==> config.mk <==
export PLATFORM = sky130hd
export DESIGN_NAME = fetch_ctrl
export DESIGN_NICKNAME = d
export VERILOG_FILES = /design/src/rtl/fetch_pkg.sv /design/src/rtl/pc_next.sv /design/src/rtl/fetch_ctrl.sv
export SDC_FILE = /design/constraint.sdc
export NUM_CORES = 1
export LEC_CHECK = 0
export CORE_MARGIN = 3
export CORE_UTILIZATION = 47
export DETAILED_ROUTE_END_ITERATION = 16
export PLACE_DENSITY = 0.81
export SYNTH_ARGS = -nofsm -noshare
export SYNTH_HDL_FRONTEND = slang
export SYNTH_SLANG_ARGS = --single-unit
==> constraint.sdc <==
create_clock -name Clk -period 2.4 [get_ports Clk]
set_input_delay 0.6 -clock Clk [delete_from_list [all_inputs] [get_ports Clk]]
set_output_delay 0.6 -clock Clk [all_outputs]
set_load 0.05 [all_outputs]
==> src/rtl/fetch_pkg.sv <==
// Shared types and default widths for the instruction fetch controller.
package fetch_pkg;

  localparam int unsigned ADDR_W_DEF = 10;
  localparam int unsigned INST_W_DEF = 9;

  typedef enum logic [1:0] {
    IDLE   = 2'd0,
    RUN    = 2'd1,
    HALTED = 2'd2
  } state_e;

  typedef enum logic [2:0] {
    PC_HOLD  = 3'd0,
    PC_INC   = 3'd1,
    PC_ABS   = 3'd2,
    PC_REL   = 3'd3,
    PC_START = 3'd4
  } pc_sel_e;

endpackage

==> src/rtl/pc_next.sv <==
// Combinational next-PC selection: hold, increment, absolute/relative branch, start.
module pc_next
  import fetch_pkg::*;
#(
  parameter int unsigned A = ADDR_W_DEF
) (
  input  pc_sel_e        sel_i,
  input  logic [A-1:0]   pc_i,
  input  logic [A-1:0]   inst_pc_i,
  input  logic [A-1:0]   target_i,
  input  logic [A-1:0]   start_addr_i,
  output logic [A-1:0]   next_pc_c_o
);

  // Arithmetic is A bits wide, so increment and relative targets wrap modulo 2**A.
  always_comb begin
    next_pc_c_o = pc_i;
    unique case (sel_i)
      PC_HOLD:  next_pc_c_o = pc_i;
      PC_INC:   next_pc_c_o = pc_i + A'(1);
      PC_ABS:   next_pc_c_o = target_i;
      PC_REL:   next_pc_c_o = inst_pc_i + target_i;
      PC_START: next_pc_c_o = start_addr_i;
      default:  next_pc_c_o = pc_i;
    endcase
  end

endmodule

==> src/rtl/fetch_ctrl.sv <==
// Instruction fetch controller: drives the ROM address, registers the fetched
// instruction towards decode with a valid/ready handshake, handles branch and halt.
module fetch_ctrl
  import fetch_pkg::*;
#(
  parameter int unsigned A = ADDR_W_DEF,
  parameter int unsigned W = INST_W_DEF
) (
  input  logic         Clk,
  input  logic         Reset_n,
  input  logic         Start,
  input  logic [A-1:0] StartAddr,
  output logic [A-1:0] InstAddress,
  input  logic [W-1:0] InstIn,
  output logic [W-1:0] Inst,
  output logic [A-1:0] InstPC,
  output logic         InstValid,
  input  logic         InstReady,
  input  logic         BranchEn,
  input  logic         BranchRel,
  input  logic [A-1:0] BranchTarget,
  input  logic         Halt,
  output logic         Busy,
  output logic         Done
);

  state_e       state_q, state_d;
  logic [A-1:0] pc_q, pc_d;
  logic [W-1:0] inst_q, inst_d;
  logic [A-1:0] inst_pc_q, inst_pc_d;
  logic         valid_q, valid_d;
  logic         busy_q, busy_d;
  logic         done_q, done_d;
  pc_sel_e      pc_sel;
  logic         accept;

  assign accept = valid_q && InstReady;

  pc_next #(.A(A)) u_pc_next (
    .sel_i        (pc_sel),
    .pc_i         (pc_q),
    .inst_pc_i    (inst_pc_q),
    .target_i     (BranchTarget),
    .start_addr_i (StartAddr),
    .next_pc_c_o  (pc_d)
  );

  // Next-state and output decode; Halt outranks BranchEn, which outranks a plain fetch.
  always_comb begin
    state_d   = state_q;
    pc_sel    = PC_HOLD;
    inst_d    = inst_q;
    inst_pc_d = inst_pc_q;
    valid_d   = valid_q;
    unique case (state_q)
      IDLE, HALTED: begin
        valid_d = 1'b0;
        if (Start) begin
          state_d = RUN;
          pc_sel  = PC_START;
        end
      end
      RUN: begin
        if (accept && Halt) begin
          state_d = HALTED;
          valid_d = 1'b0;
        end else if (accept && BranchEn) begin
          pc_sel  = BranchRel ? PC_REL : PC_ABS;
          valid_d = 1'b0;
        end else if (!valid_q || accept) begin
          pc_sel    = PC_INC;
          inst_d    = InstIn;
          inst_pc_d = pc_q;
          valid_d   = 1'b1;
        end
      end
      default: begin
        state_d = IDLE;
        valid_d = 1'b0;
      end
    endcase
    busy_d = (state_d == RUN);
    done_d = (state_d == HALTED);
  end

  always_ff @(posedge Clk or negedge Reset_n) begin
    if (!Reset_n) begin
      state_q   <= IDLE;
      pc_q      <= '0;
      inst_q    <= '0;
      inst_pc_q <= '0;
      valid_q   <= 1'b0;
      busy_q    <= 1'b0;
      done_q    <= 1'b0;
    end else begin
      state_q   <= state_d;
      pc_q      <= pc_d;
      inst_q    <= inst_d;
      inst_pc_q <= inst_pc_d;
      valid_q   <= valid_d;
      busy_q    <= busy_d;
      done_q    <= done_d;
    end
  end

  assign InstAddress = pc_q;
  assign Inst        = inst_q;
  assign InstPC      = inst_pc_q;
  assign InstValid   = valid_q;
  assign Busy        = busy_q;
  assign Done        = done_q;

endmodule

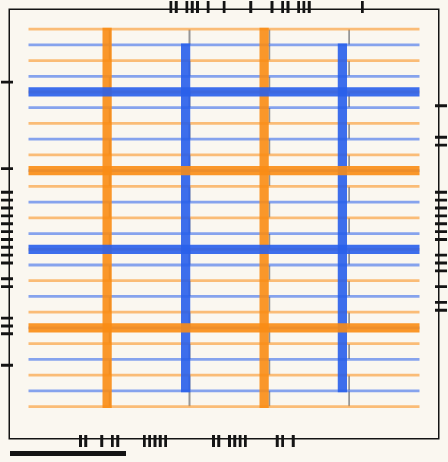
Fig. 1. Floorplan with the power grid.
Bar = 20 um. Pins as bars on the die edge. Tap cells in gray.
VSS: drawn in orange. VDD: drawn in blue.
68 signal pins sit on the boundary. 4 straps on met5. 4 straps on met4.
Core Region: 4414 um^2
Peak VDD IR: 0.8448 mV
die width: 74.02 um
DIE HEIGHT: 74.02 um

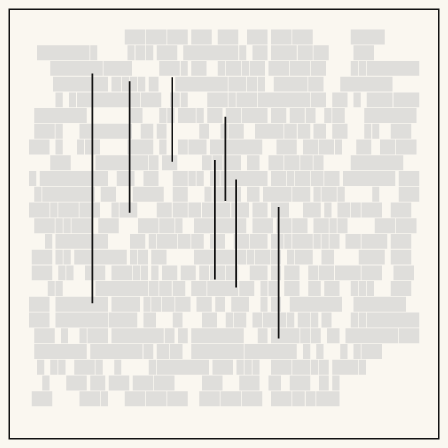
Fig. 2. Met4 routing.
Cells faint in the background.
The layer holds 2.3% of the routed length. The longest straight run is 39.4 um. 6 nets have wire on it. The wires run mostly vertical.
Detailed Route WL: 6549 um
via count of the routed design: 2,356

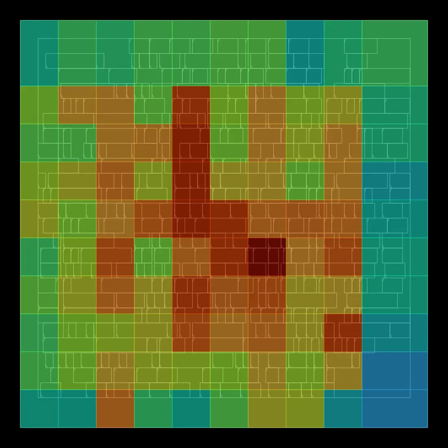
Fig. 3. Track usage over the die.
GR Layer Usage met3: 6.216%
DR WL/cell: 15.45 um
Post-Route Utilization: 75.40%

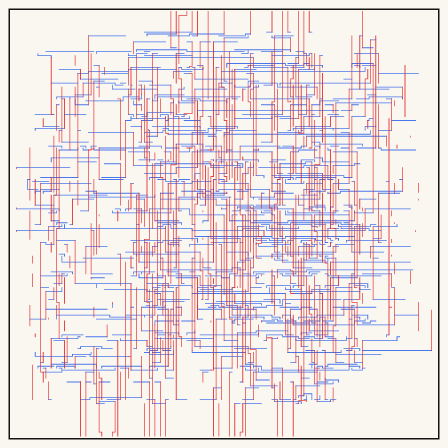
Fig. 4. Signal wires by layer.
Only two layers are drawn.
metal 1: drawn in blue, wire length 2,760 um. metal 2: drawn in red, wire length 3,130 um.
Global Route Usage Sum: 25.88%

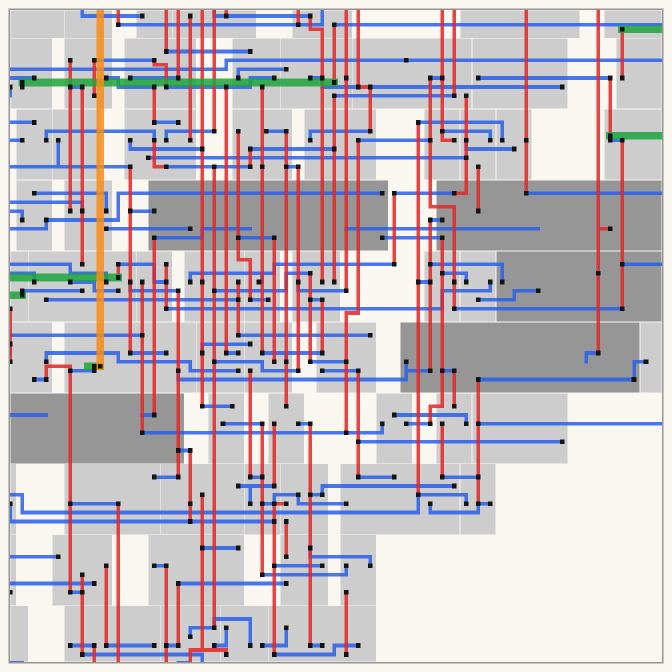
Fig. 5. A small window of the routed layout.
Region (43, 6) to (68, 31) um. Cells in gray, sequential cells in the stronger gray; small squares are vias.
metal 2: drawn in red. metal 4: drawn in orange. metal 1: drawn in blue. metal 3: drawn in green.
Sequential cells in the window: 5. 55 logic cells have their middle in the window. Netlist names of flops here include InstPC (4), InstAddress (1). Most frequent: nand2_1 (12), clkdlybuf4s50_1 (6).

==> impl_metrics.tcl <==
# place-and-route summary
set metrics [dict create \
    ys_area_um2 2175 \
    rows 24 \
    final_max_slew_viol_count 0 \
    common_cells "nand2_1, dfrtp_1, o21ai_0, nor2_1, a21oi_1" \
    stdcell_area_um2 3328 \
    setup_viol_count_final 0 \
    place_area_um2 3144 \
    grt_first_pass_wirelength_um 10850 \
    ys_warn_count 0 \
    vias_per_cell 5.557 \
    status "finished clean" \
    cp.arrival_ns 2.51 \
    synthAoiAreaFrac_pct 21.63 \
    ctsResizeCount 7 \
    startpoint_type "primary input" \
    synth_area_um2 2175 \
    yosys.area.top_type "dfrtp_1" \
    antenna_left 0 \
    mux_area_share_pct 1.899 \
    top_cell_area_share_pct 39.13 \
    path_cells "clkdlybuf4s50_1 -> ha_1 -> o21ai_4 -> a21oi_4 -> buf_4 -> o2111ai_1 -> o211ai_1 -> a2111oi_2 -> nor3_1" \
    postSynthSeqShare_pct 39.13 \
    crit_path_top_delay_cell "clkdlybuf4s50_1" \
    ff_type "dfrtp_1" \
    power.density_nw_per_um2 1488 \
    finalCritPeriodShare_pct 97.60 \
    ys_cells 268 \
    async_flop_share_pct 100.0 \
    layout_top_cells "nand2_1, clkdlybuf4s50_1, buf_4" \
    final_hold_viol_count 0 \
    tapCellCount 52 \
    worst_pin_slew_ns 0.7575 \
    clkTransAtPathRegs_ns 0.07 \
    cts_tree "done" \
    die-area_um2 5479 \
    grt_max_degree 35 \
    finalClockSkew_ns 0.003529 \
    fp_nets 315 \
    nets 418 \
    dp_hpwl_um 5011 \
    fin_cells 424 \
    nFlopsAndLatches 34 \
    yosysMostFrequentCell "nand2_1" \
    synth.distinct_cells 45 \
    comb_cells 214 \
    ys.flops 34 \
]
-- per-stage QoR --
| stage | setup TNS [ns] | utilization, % | hold slack (ns) | power, mW |
|---|---|---|---|---|
| after floorplan | 0 | - | 0.3044 | 3.161 |
| after global placement | -1.846 | 71.23 | 0.4580 | 4.283 |
| after detailed placement | -2.256 | 71.23 | 0.4624 | 4.353 |
| after CTS | 0 | 74.04 | 0.4800 | 4.864 |
| after global routing | -0.002783 | 75.40 | 0.4986 | 5.310 |
| final | 0 | 75.40 | 0.4715 | 4.951 |
-- state kept, by name (all words and copies together), names as in the netlist --
| name | count |
|---|---|
| Busy | 1 |
| state_q | 2 |
| InstValid | 1 |
| Inst | 9 |
| InstPC | 10 |
| Done | 1 |
| InstAddress | 10 |
-- layer usage --
metal / part of all wire [%] / wire [um] / GRT usage [%] / up-vias
met3: 7.6 / 499 / 6.216 / 15
met2: 48 / 3133 / 41.14 / 88
met4: 2.3 / 151 / 11.67 / 0
met1: 42 / 2764 / 33.45 / 1100
met5: 0 / 0 / 0 / -
li1: - / - / - / 1153
-- path summary, 6_finish.rpt --
kind,slack [ns],depth (start not counted),start,to
worst max register to register,0.17,10,InstPC[0],InstAddress[6]
worst min register to register,0.47,2,Inst[7],Inst[7]
max in group asynchronous,1.35,2,Reset_n,InstPC[0]
min in group asynchronous,0.71,2,Reset_n,Inst[5]
worst min-delay path,0.47,2,Inst[7],Inst[7]
worst max-delay path,0.06,9,BranchTarget[4],InstAddress[6]
-- power by group --
part	internal (mW)	switching [mW]	total [mW]	leakage, nW
logic	1.33	2.04	3.37	1.09
clock network	0.230	0.223	0.453	0.0472
registers	0.855	0.270	1.12	0.404
total	2.42	2.53	4.95	1.54
Power and IR drop assume default switching activity.
